[src/rtl/lcd_digit_renderer_pkg.sv]
// rtl/lcd_digit_renderer_pkg.sv - glyph ROM geometry and renderer FSM encoding
package lcd_digit_renderer_pkg;

    localparam int LCD_GLYPH_ROWS  = 16;
    localparam int LCD_ROM_DEPTH   = 160;
    localparam int LCD_GLYPH_COUNT = LCD_ROM_DEPTH / LCD_GLYPH_ROWS;

    typedef enum logic [1:0] {
        ST_IDLE  = 2'd0,
        ST_FETCH = 2'd1,
        ST_SEND  = 2'd2,
        ST_DONE  = 2'd3
    } state_e;

endpackage

[src/rtl/lcd_digit_renderer.sv]
// rtl/lcd_digit_renderer.sv - walks the digit glyph ROM row-major and streams pixel bytes
module lcd_digit_renderer
    import lcd_digit_renderer_pkg::*;
#(
    parameter int DIGITS = 4
) (
    input  logic                  clk,
    input  logic                  rst_n,
    input  logic                  start,
    input  logic [4*DIGITS-1:0]   bcd_in,
    input  logic                  blank_lz,
    output logic [7:0]            rom_addr,
    input  logic [7:0]            rom_data,
    output logic [7:0]            pix_data,
    output logic                  pix_valid,
    input  logic                  pix_ready,
    output logic [3:0]            pix_row,
    output logic [2:0]            pix_col,
    output logic                  pix_last,
    output logic                  busy,
    output logic                  done
);

    state_e              state_q;
    logic [3:0]          row_q;
    logic [2:0]          col_q;
    logic [4*DIGITS-1:0] bcd_q;
    logic                blank_q;
    logic [7:0]          pix_data_q;
    logic                pix_valid_q;
    logic                pix_last_q;
    logic                busy_q;
    logic                done_q;

    logic [3:0]          digit;
    logic                digit_blank;
    logic                digit_bad;
    logic                last_pos;
    logic [DIGITS-1:0]   blank_mask;

    // A column is blank while every digit from the left edge up to it is zero;
    // the rightmost column always shows, so a zero value still renders "0".
    function automatic logic [DIGITS-1:0] lz_mask(input logic [4*DIGITS-1:0] v, input logic en);
        logic [DIGITS-1:0] m;
        logic              zero_run;
        m        = '0;
        zero_run = en;
        for (int c = 0; c < DIGITS; c++) begin
            zero_run = zero_run && (v[4*(DIGITS-1-c) +: 4] == 4'd0);
            m[c]     = zero_run && (c != DIGITS-1);
        end
        return m;
    endfunction

    assign blank_mask = lz_mask(bcd_q, blank_q);

    always_comb begin
        digit       = 4'd0;
        digit_blank = 1'b0;
        for (int c = 0; c < DIGITS; c++) begin
            if (col_q == 3'(c)) begin
                digit       = bcd_q[4*(DIGITS-1-c) +: 4];
                digit_blank = blank_mask[c];
            end
        end
    end

    assign digit_bad = (digit >= 4'(LCD_GLYPH_COUNT));
    assign last_pos  = (row_q == 4'(LCD_GLYPH_ROWS-1)) && (col_q == 3'(DIGITS-1));

    // Invalid digits address glyph 0 so the ROM never sees an address past its depth.
    assign rom_addr = (state_q == ST_FETCH && !digit_bad) ? {digit, row_q} : 8'd0;

    always_ff @(posedge clk or negedge rst_n) begin
        if (!rst_n) begin
            state_q     <= ST_IDLE;
            row_q       <= 4'd0;
            col_q       <= 3'd0;
            bcd_q       <= '0;
            blank_q     <= 1'b0;
            pix_data_q  <= 8'd0;
            pix_valid_q <= 1'b0;
            pix_last_q  <= 1'b0;
            busy_q      <= 1'b0;
            done_q      <= 1'b0;
        end else begin
            done_q <= 1'b0;
            case (state_q)
                ST_IDLE: begin
                    if (start) begin
                        bcd_q   <= bcd_in;
                        blank_q <= blank_lz;
                        row_q   <= 4'd0;
                        col_q   <= 3'd0;
                        busy_q  <= 1'b1;
                        state_q <= ST_FETCH;
                    end
                end
                ST_FETCH: begin
                    pix_data_q  <= (digit_bad || digit_blank) ? 8'd0 : rom_data;
                    pix_last_q  <= last_pos;
                    pix_valid_q <= 1'b1;
                    state_q     <= ST_SEND;
                end
                ST_SEND: begin
                    if (pix_ready) begin
                        pix_valid_q <= 1'b0;
                        if (pix_last_q) begin
                            pix_last_q <= 1'b0;
                            done_q     <= 1'b1;
                            state_q    <= ST_DONE;
                        end else begin
                            if (col_q == 3'(DIGITS-1)) begin
                                col_q <= 3'd0;
                                row_q <= row_q + 4'd1;
                            end else begin
                                col_q <= col_q + 3'd1;
                            end
                            state_q <= ST_FETCH;
                        end
                    end
                end
                ST_DONE: begin
                    busy_q  <= 1'b0;
                    state_q <= ST_IDLE;
                end
                default: state_q <= ST_IDLE;
            endcase
        end
    end

    assign pix_data  = pix_data_q;
    assign pix_valid = pix_valid_q;
    assign pix_last  = pix_last_q;
    assign pix_row   = row_q;
    assign pix_col   = col_q;
    assign busy      = busy_q;
    assign done      = done_q;

endmodule

[config.mk]
export PLATFORM = sky130hd
export DESIGN_NAME = lcd_digit_renderer
export DESIGN_NICKNAME = d
export VERILOG_FILES = /design/src/rtl/lcd_digit_renderer_pkg.sv /design/src/rtl/lcd_digit_renderer.sv
export SDC_FILE = /design/constraint.sdc
export NUM_CORES = 1
export LEC_CHECK = 0
export ABC_AREA = 1
export CAP_MARGIN = 20
export CORE_ASPECT_RATIO = 0.8
export CORE_MARGIN = 4
export CORE_UTILIZATION = 53
export CTS_BUF_LIST = sky130_fd_sc_hd__clkbuf_4 sky130_fd_sc_hd__clkbuf_8
export CTS_CLUSTER_DIAMETER = 50
export DETAILED_ROUTE_END_ITERATION = 16
export PLACE_DENSITY_LB_ADDON = 0.2
export REMOVE_ABC_BUFFERS = 1
export SETUP_SLACK_MARGIN = 0.2
export SLEW_MARGIN = 20
export SYNTH_ARGS = -nofsm -noshare
export SYNTH_HDL_FRONTEND = slang
export SYNTH_SLANG_ARGS = --single-unit
export TNS_END_PERCENT = 5
[constraint.sdc]
create_clock -name clk -period 2.61 [get_ports clk]
set_input_delay 0.522 -clock clk [delete_from_list [all_inputs] [get_ports clk]]
set_output_delay 0.522 -clock clk [all_outputs]
set_load 0.01 [all_outputs]
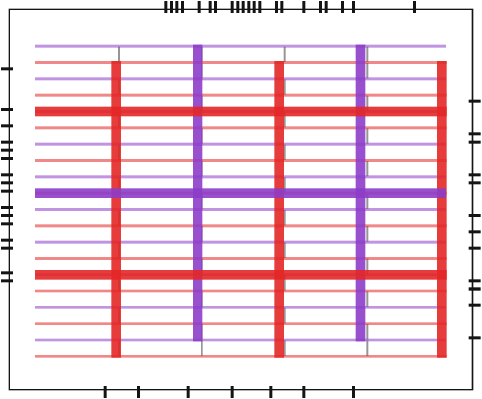
(run_1/pdn.png)
Drawn at 6 px/um. Pins as bars on the die edge. Tap cells in grey.
[VDD] purple
[VSS] red
met1 rails: 20
met5 straps: 3

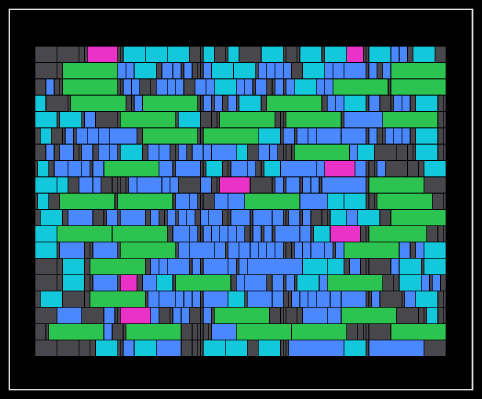
(run_1/cell_classes.png)
Drawn at 6 px/um. Fill, decap, tap and diode cells in grey.
[all other logic] blue | cells: 193 | share of their area: 41%
[clock drivers and dummy loads] magenta | cells: 7 | share of their area: 3.1%
[flip-flops] green | cells: 38 | share of their area: 35%
[other buffers and delay cells] cyan | cells: 65 | share of their area: 21%

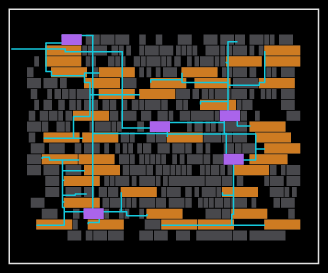
(run_1/clock_map.png)
Drawn at 4 px/um.
[cells driving clock nets] purple | count: 5
[clock wires] cyan | length: 474 um
[flip-flops] orange | count: 38
flops lie: spread over the die
routed clock nets: 6

==> impl_metrics.yaml, run 1 <==
# flow metrics
sta:
  hold_viol: 0
  max_freq_mhz: 415
  fin_ws_ps: 198
  max_slew_margin_pct: 45.3
  grt_setup_unrepaired: "yes"
  setup_viol: 0
  timing.hold.ws_ps: 325
  drv_slew: 0
  clock_skew_ps: 3.26
critical_path:
  path_delay_family: "simple AND/OR/NAND/NOR gates"
  regToRegSetupSlack_ps: 690
  crit_top_cell: "nand2_4"
  crit_end: "rom_addr[0]"
  setup.worst_path.start: "pix_col[1]$_DFFE_PN0P_"
  crit_buf_inv: 2
  reg2reg_depth: 10
  crit_required_ps: 2090
  rr_endpoint: "pix_data[7]$_DFFE_PN0P_"
  cp_data_arrival_time_ps: 1890
  critical_path_class: "reg -> out"
  worst-path-stages: 10
global_routing:
  grt_max_degree: 39
  use_met1_pct: 28.9
  use_met3_pct: 5.41
  grt_pass1_wl_um: 8130
  grt_busiest_layer: "met2"
yosys:
  ff_type: "dfrtp_1"
  async_flop_share_pct: 100
  top_area_share_pct: 47.2
  syn_inst: 237
  enable_flop_cells: 0
  synth.most_common_cell: "nand2_1"
  synth_cell_type_count: 24
  yosys_area_um2: 2020
  yosys_cells: 237
routing:
  wl_um: 4720
  avgRoutedWirePerCell_um: 13.7
  wl_met3_um: 284
  wl_met2_um: 2100
  dr.pass1.iters: 5
  highest_layer: "met4"
power_and_ir_drop:
  power.internal_mw: 1.75
  p_sw_share_pct: 41.1
  clkPwrFrac_pct: 13.3
  sequentialPowerShare_pct: 33.3
placement:
  gp_congestion: 0.828
  io_buffer_count: 55
  dpl.hpwl_um: 3380
  place_area_um2: 2620
  dp_slack_ps: -88.8
layout:
  antennaDiodeCount: 0
  drive_gt1_share_pct: 24.4
  largest_register_ffs: 16
  fin_nets: 337
  final_util_pct: 78.9
flow_run:
  openroad.warnings: 30
  drv_cap: 0
die:
  io_pins: 56
  dieArea_um2: 4860
  coreArea_um2: 3540
  num_rows: 19
cts:
  path_clk_slew_ps: 70
  ctsHoldBuffers: 0
  cts_sinks: 38
  cts_buffer_depth: 2
status:
  status: "finished, final reports clean"
==> run 1: power groups by stage <==
stage | clock (mW) | sequential (mW) | combinational [mW]
2_1_floorplan | 0 | 0.997 | 0.842
3_3_place_gp | 0 | 0.984 | 1.38
3_5_place_dp | 0 | 0.988 | 1.42
4_1_cts | 0.408 | 0.983 | 1.52
5_1_grt | 0.436 | 1.02 | 1.75
6_report | 0.395 | 0.990 | 1.59
==> run 1: worst min-delay path by stage <==
stage	from	to	slack [ps]	depth (start not counted)
CTS	rst_n	bcd_q[14]$_DFFE_PN0P_	350	1
detailed placement	pix_valid$_DFFE_PN0P_	pix_valid$_DFFE_PN0P_	460	2
global placement	pix_valid$_DFFE_PN0P_	pix_valid$_DFFE_PN0P_	450	2
floorplan	rst_n	bcd_q[0]$_DFFE_PN0P_	230	0
global route	rst_n	busy$_DFFE_PN0P_	380	1
finish	rst_n	bcd_q[14]$_DFFE_PN0P_	320	1
==> run 1: cell families after synthesis <==
| logic type | synth area share (%) |
|---|---|
| AOI/OAI and AO/OA | 5.59 |
| adders and majority gates | 3.10 |
| buffers and inverters | 9.00 |
| muxes | 7.26 |
| and+or+nand+nor | 27.9 |
| DFF | 47.2 |
==> run 1: area by class of cell <==
cell class / count / area [um2] / share of cell area (%)
Clock buffer: 7 / 83.8 / 3.00
Inverter: 37 / 141 / 5.06
Multi-Input combinational cell: 156 / 982 / 35.1
Sequential cell: 38 / 952 / 34.0
Tap cell: 42 / 52.6 / 1.88
Timing Repair Buffer: 65 / 584 / 20.9
==> run 1: layout by cell type, fill, tap and decap left out, types with 6 or more instances in the layout <==
cell type and instances:
nor2_1 24, a21oi_1 7, nand3_1 22, buf_2 9, o21ai_0 6, nand2_1 44, inv_1 31, buf_4 9
dfrtp_1 37, mux2_2 13, clkdlybuf4s50_1 46
--- run 2 (diff from run 1) ---
HOLD_SLACK_MARGIN = 0.02   (was not set)
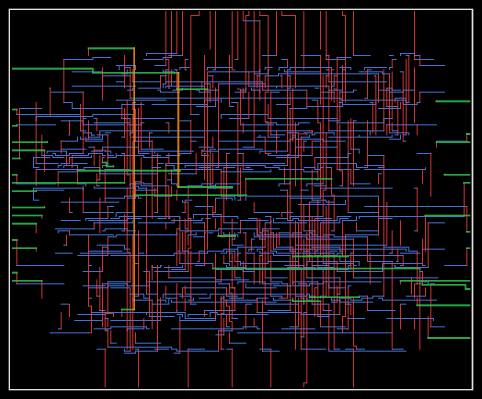
(run_2/metal_stack.png)
Drawn at 6 px/um.
[met3] green | wire length: 285 um
[met2] red | wire length: 2100 um
[met1] blue | wire length: 2270 um
[met4] orange | wire length: 62.6 um

==> run 2 against run 1 <==
Combinational power is essentially flat. Highest routed layer unchanged. Power stayed put. Largest power group unchanged. Synthesized cell count unchanged.
==> impl_metrics.yaml, run 2 <==
# flow metrics
sta:
  max_freq_mhz: 415
  drv_slew: 0
  clock_skew_ps: 3.26
  tightestPinTransition_ps: 820
  max_slew_margin_pct: 45.3
  setup_viol: 0
  hold_viol: 0
  fin_ws_ps: 198
  finalCriticalPeriod_ps: 2410
  grt_setup_unrepaired: "yes"
placement:
  dp_slack_ps: -88.8
  dpl.hpwl_um: 3380
  gp_congestion: 0.828
  place_area_um2: 2620
  io_buffer_count: 55
critical_path:
  cp-start-kind: "flip-flop"
  cp_data_arrival_time_ps: 1890
  crit_required_ps: 2090
  reg2reg_depth: 10
  crit_path_end_kind: "output pin"
  critical_path_class: "reg -> out"
cts:
  cts-resized-gates: 49
  path_clk_slew_ps: 70
  clk_latency_ps: 290
  cts_sinks: 38
  tritoncts: "yes"
  ctsHoldBuffers: 0
  cts_setup_buffers: 3
  cts_buffer_depth: 2
  htree_levels: 2
global_routing:
  grt_overflow: 0
  use_met3_pct: 5.41
  grt_usage_pct: 21.4
  grt_pass1_wl_um: 8130
  grt_max_degree: 39
  grt_busiest_layer: "met2"
  antenna_found_initial: 0
  use_met1_pct: 28.9
layout:
  layout_top_cells: "46 x clkdlybuf4s50_1, 44 x nand2_1, 37 x dfrtp_1"
  design_area_um2: 2800
  syn2layout_area_growth_pct: 38.7
  antennaDiodeCount: 0
  lay_top_count: "clkdlybuf4s50_1"
  fin_cells: 345
  fin_nets: 337
  largest_register_ffs: 16
  final_util_pct: 78.9
  drive_gt1_share_pct: 24.4
routing:
  wl_met2_um: 2100
  viasPerCell: 4.99
  wl_um: 4720
  dr.pass1.iters: 5
  avgRoutedWirePerCell_um: 13.7
  highest_layer: "met4"
  initialDrtViolationCount: 137
  wl_met3_um: 284
  vias: 1723
  drc: 0
yosys:
  largest_area_cell: "dfrtp_1"
  ff_type: "dfrtp_1"
  yosys_cells: 237
  syn_inst: 237
  yosys_area_um2: 2020
  synth.most_common_cell: "nand2_1"
  yosysWarnings: 0
  synth_cell_type_count: 24
  enable_flop_cells: 0
  async_flop_share_pct: 100
  top_area_share_pct: 47.2
worst_hold_path:
  hold_class: "in -> async"
die:
  num_rows: 19
  coreArea_um2: 3540
  floorplan.core_util_pct: 56.9
  dieArea_um2: 4860
  io_pins: 56
  die_w_um: 77.0
status:
  status: "finished, final reports clean"
flow_run:
  drv_cap: 0
  openroad.warnings: 30
power_and_ir_drop:
  vdd_drop_max_uv: 530
  powerDensity_nw_per_um2: 1060
run 2: cell counts after synthesis:
No cell type changed its count.
run 2: cell type report:
cell class	count	area, um2
clock buffer	7	83.8
multi-input combinational	156	982
fill	247	746
timing repair buffer	65	584
tap	42	52.6
sequential	38	952
inverter	37	141
run 2: worst max-delay path: stages, from the launching register on:
cell and delay [ps]:
dfrtp_1 420, buf_4 160, ha_4 180, nand2_4 90, nand3_1 100, a21oi_2 180
nand2_2 80, nand2_4 90, nand2_4 80, nor2_1 100, buf_2 130
run 2: stage by stage:
| step | total power [mW] | TNS, ps | hold slack (ps) |
|---|---|---|---|
| after detailed placement | 2.41 | -348 | 462 |
| final | 2.97 | 0 | 325 |
| after global routing | 3.21 | 0 | 384 |
| after CTS | 2.91 | 0 | 347 |
| after floorplan | 1.84 | 0 | 226 |
| after global placement | 2.37 | -297 | 453 |
run 2: final timing paths:
kind,startpoint,end,slack [ps]
worst max-delay path,pix_col[1]$_DFFE_PN0P_,rom_addr[0],200
worst min-delay path,rst_n,bcd_q[14]$_DFFE_PN0P_,320
worst max register to register,pix_col[0]$_DFFE_PN0P_,pix_data[7]$_DFFE_PN0P_,690
worst min register to register,pix_valid$_DFFE_PN0P_,pix_valid$_DFFE_PN0P_,480
max in group asynchronous,rst_n,pix_col[0]$_DFFE_PN0P_,1720
min in group clk,pix_valid$_DFFE_PN0P_,pix_valid$_DFFE_PN0P_,480
run 2: power by group:
group,internal (mW),switching (mW)
Clock,0.205,0.191
Combinational,0.721,0.865
Sequential,0.826,0.164
Total,1.75,1.22
run 2: cells by family after synthesis:
kind of cell,after synthesis,synth area share (%)
flops,38,47.2
fa+ha+maj,5,3.10
buf+inv,43,9.00
compound gates,19,5.59
simple gates,119,27.9
mux,13,7.26
No activity file was given, so power comes from the tool's default toggle rates.
